layer_met1.png
The bar under the picture is 20 um long. Cells faint in the background.
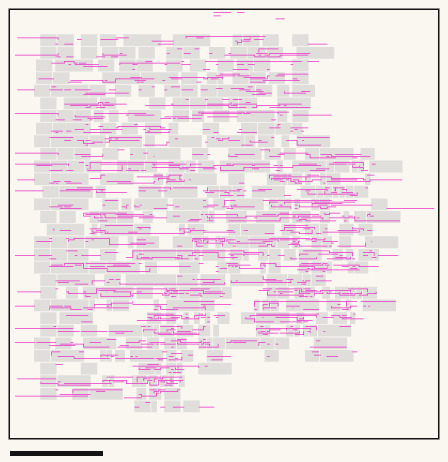
layer_met2.png
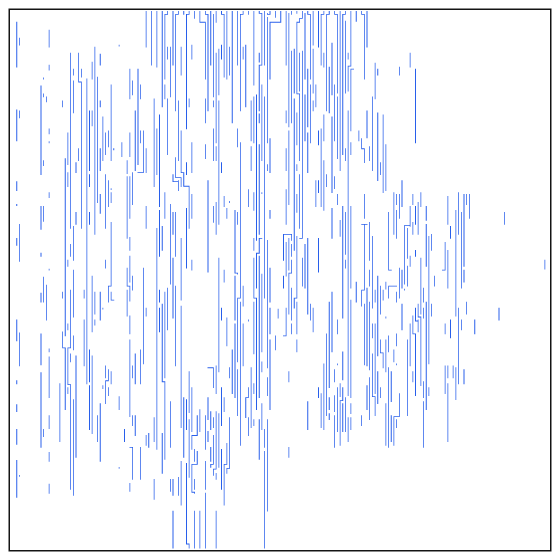
File: src/rtl/draw_pkg.sv
// Shared widths, screen geometry and FSM state encoding for the draw arbiter.
package draw_pkg;

  localparam int X_W      = 8;
  localparam int Y_W      = 7;
  localparam int COL_W    = 3;
  localparam int SCREEN_W = 160;
  localparam int SCREEN_H = 120;

  typedef enum logic [1:0] {
    ST_IDLE   = 2'd0,
    ST_START  = 2'd1,
    ST_SETTLE = 2'd2,
    ST_DRAW   = 2'd3
  } state_t;

endpackage

File: src/rtl/draw_arbiter_rr_picker.sv
// Round-robin picker: first requesting index at or above ptr, wrapping at NUM_SRC.
module rr_picker #(
  parameter int NUM_SRC = 4,
  parameter int PTR_W   = 2
) (
  input  logic [NUM_SRC-1:0] req,
  input  logic [PTR_W-1:0]   ptr,
  output logic               found,
  output logic [PTR_W-1:0]   idx
);

  // Scan offsets 0..NUM_SRC-1 from ptr; the first hit is held by the found flag.
  always_comb begin
    int              sum_s;
    logic [PTR_W-1:0] cand_s;
    logic            hit_s;
    found = 1'b0;
    idx   = '0;
    for (int k = 0; k < NUM_SRC; k++) begin
      sum_s  = int'(ptr) + k;
      cand_s = (sum_s >= NUM_SRC) ? PTR_W'(sum_s - NUM_SRC) : PTR_W'(sum_s);
      hit_s  = ~found & req[cand_s];
      idx    = hit_s ? cand_s : idx;
      found  = found | hit_s;
    end
  end

endmodule

File: src/rtl/draw_arbiter.sv
// Grants the framebuffer to one drawing engine at a time and forwards its pixel stream to the VGA adapter.
module draw_arbiter
  import draw_pkg::*;
#(
  parameter int NUM_SRC   = 4,
  parameter int START_LAT = 2,
  parameter int TIMEOUT   = 32768
) (
  input  logic                     clk,
  input  logic                     resetn,
  input  logic [NUM_SRC-1:0]       src_req,
  input  logic [X_W*NUM_SRC-1:0]   src_x,
  input  logic [Y_W*NUM_SRC-1:0]   src_y,
  input  logic [COL_W*NUM_SRC-1:0] src_col,
  input  logic [NUM_SRC-1:0]       src_done,
  output logic [NUM_SRC-1:0]       src_start,
  output logic [X_W-1:0]           vga_x,
  output logic [Y_W-1:0]           vga_y,
  output logic [COL_W-1:0]         vga_colour,
  output logic                     vga_plot,
  output logic                     busy,
  output logic [2:0]               owner,
  output logic                     timeout_err
);

  localparam int PTR_W = $clog2(NUM_SRC);
  localparam int CNT_W = $clog2(TIMEOUT) + 1;
  localparam logic [CNT_W-1:0] LAT_LAST = CNT_W'(START_LAT - 1);
  localparam logic [CNT_W-1:0] TMO_LAST = CNT_W'(TIMEOUT - 1);

  state_t             state_r;
  logic [PTR_W-1:0]   owner_r;
  logic [PTR_W-1:0]   rr_ptr_r;
  logic [CNT_W-1:0]   cnt_r;
  logic               pick_found_s;
  logic [PTR_W-1:0]   pick_idx_s;
  logic [PTR_W-1:0]   next_ptr_s;
  logic [X_W-1:0]     sel_x_s;
  logic [Y_W-1:0]     sel_y_s;
  logic [COL_W-1:0]   sel_col_s;
  logic               sel_done_s;

  rr_picker #(
    .NUM_SRC (NUM_SRC),
    .PTR_W   (PTR_W)
  ) u_picker (
    .req   (src_req),
    .ptr   (rr_ptr_r),
    .found (pick_found_s),
    .idx   (pick_idx_s)
  );

  assign sel_x_s    = src_x[int'(owner_r)*X_W +: X_W];
  assign sel_y_s    = src_y[int'(owner_r)*Y_W +: Y_W];
  assign sel_col_s  = src_col[int'(owner_r)*COL_W +: COL_W];
  assign sel_done_s = src_done[owner_r];
  // After a grant the pointer moves past the owner so it queues behind everyone else.
  assign next_ptr_s = (owner_r == PTR_W'(NUM_SRC - 1)) ? '0 : owner_r + PTR_W'(1);
  assign owner      = 3'(owner_r);

  // Arbitration FSM; every output is a register updated here.
  always_ff @(posedge clk) begin
    if (!resetn) begin
      state_r     <= ST_IDLE;
      owner_r     <= '0;
      rr_ptr_r    <= '0;
      cnt_r       <= '0;
      src_start   <= '0;
      vga_x       <= '0;
      vga_y       <= '0;
      vga_colour  <= '0;
      vga_plot    <= 1'b0;
      busy        <= 1'b0;
      timeout_err <= 1'b0;
    end else begin
      src_start   <= '0;
      timeout_err <= 1'b0;
      case (state_r)
        ST_IDLE: begin
          if (pick_found_s) begin
            owner_r   <= pick_idx_s;
            src_start <= {{(NUM_SRC-1){1'b0}}, 1'b1} << pick_idx_s;
            busy      <= 1'b1;
            state_r   <= ST_START;
          end else begin
            busy    <= 1'b0;
            state_r <= ST_IDLE;
          end
        end
        ST_START: begin
          cnt_r   <= '0;
          state_r <= ST_SETTLE;
        end
        ST_SETTLE: begin
          // The last settle cycle already carries the engine's first pixel.
          if (cnt_r == LAT_LAST) begin
            cnt_r      <= '0;
            vga_x      <= sel_x_s;
            vga_y      <= sel_y_s;
            vga_colour <= sel_col_s;
            vga_plot   <= 1'b1;
            state_r    <= ST_DRAW;
          end else begin
            cnt_r <= cnt_r + CNT_W'(1);
          end
        end
        ST_DRAW: begin
          vga_x      <= sel_x_s;
          vga_y      <= sel_y_s;
          vga_colour <= sel_col_s;
          if (sel_done_s) begin
            vga_plot <= 1'b0;
            rr_ptr_r <= next_ptr_s;
            cnt_r    <= '0;
            busy     <= 1'b0;
            state_r  <= ST_IDLE;
          end else if (cnt_r == TMO_LAST) begin
            vga_plot    <= 1'b0;
            timeout_err <= 1'b1;
            rr_ptr_r    <= next_ptr_s;
            cnt_r       <= '0;
            busy        <= 1'b0;
            state_r     <= ST_IDLE;
          end else begin
            vga_plot <= 1'b1;
            cnt_r    <= cnt_r + CNT_W'(1);
          end
        end
        default: begin
          vga_plot <= 1'b0;
          busy     <= 1'b0;
          state_r  <= ST_IDLE;
        end
      endcase
    end
  end

endmodule
File: config.mk
export PLATFORM = sky130hd
export DESIGN_NAME = draw_arbiter
export DESIGN_NICKNAME = d
export VERILOG_FILES = /design/src/rtl/draw_pkg.sv /design/src/rtl/draw_arbiter_rr_picker.sv /design/src/rtl/draw_arbiter.sv
export SDC_FILE = /design/constraint.sdc
export NUM_CORES = 1
export LEC_CHECK = 0
export CAP_MARGIN = 20
export CORE_MARGIN = 5
export CORE_UTILIZATION = 40
export DETAILED_ROUTE_END_ITERATION = 10
export HOLD_SLACK_MARGIN = 0.02
export PLACE_DENSITY = 0.78
export SYNTH_ARGS = -nofsm -noshare
export SYNTH_HDL_FRONTEND = slang
export SYNTH_SLANG_ARGS = --single-unit
File: constraint.sdc
create_clock -name clk -period 2.2 [get_ports clk]
set_clock_uncertainty 0.05 [all_clocks]
set_input_delay 0.44 -clock clk [delete_from_list [all_inputs] [get_ports clk]]
set_output_delay 0.44 -clock clk [all_outputs]
set_load 0.02 [all_outputs]
==> results.toml <==
# generated from flow reports
[floorplanning]
die_w_um = 92.2
ios = 110
placementRows = 30
tapCellCount = 80

[synthesis]
most_common_cell = "dfxtp_1"
synth_top_area_share_pct = 34.8
synthDistinctLibCells = 50
edf_count = 0

[final_timing]
finalSetupTns_ns = 0

[layout]
finish.instance_area_um2 = 4050
nets = 476
lay_top_cells = "clkdlybuf4s50_1, dfxtp_1, mux2i_1, nand2_1, buf_4"
layout.area.seq_um2 = 942

[worst_setup_path]
crit_type = "register to register"
worstSetupStartpointType = "register"
worstPathCellList = "ha_1 -> nor4b_1 -> nand4_1 -> mux2_4 -> nor2b_1 -> nor3b_1"
cp_top_family = "simple AND/OR/NAND/NOR gates"

[status]
status = "finished, final reports clean"

[place]
io_buffers = 108

[power]
p_leak_nw = 1.56
About layer_met1.png:
share of all routed wire: 38%
nets with wire on the layer: 417
wire length on this layer: 2760 um
longest straight run: 23.9 um

About layer_met2.png:
nets with wire on the layer: 417
share of all routed wire: 51%
longest straight run: 52.0 um
main direction: vertical
wire length on this layer: 3770 um

[per-layer routing]
layer,routed length (um),track usage (%),up-vias
met5,0,0,-
met4,200,5.07,0
met3,615,7.88,17
met2,3770,31.4,84
met1,2760,18.2,1137
li1,-,-,1193
[kinds of logic (layout without fill, tap and decap cells)]
logic type      Yosys count  in the layout  share of synthesized area, %
mux                      44             44                          24.8
flops                    47             47                          34.8
buf+inv                  26            147                          5.09
other cells               1              1                         0.139
compound gates           34             34                          9.21
simple gates             94             94                          18.2
xor+xnor                 14             14                          4.54
fa+ha+maj                 7              7                          3.24
[power by group]
part	internal (mW)	switching, mW
Combinational	0.604	0.476
Sequential	0.937	0.0667
Clock	0.339	0.310
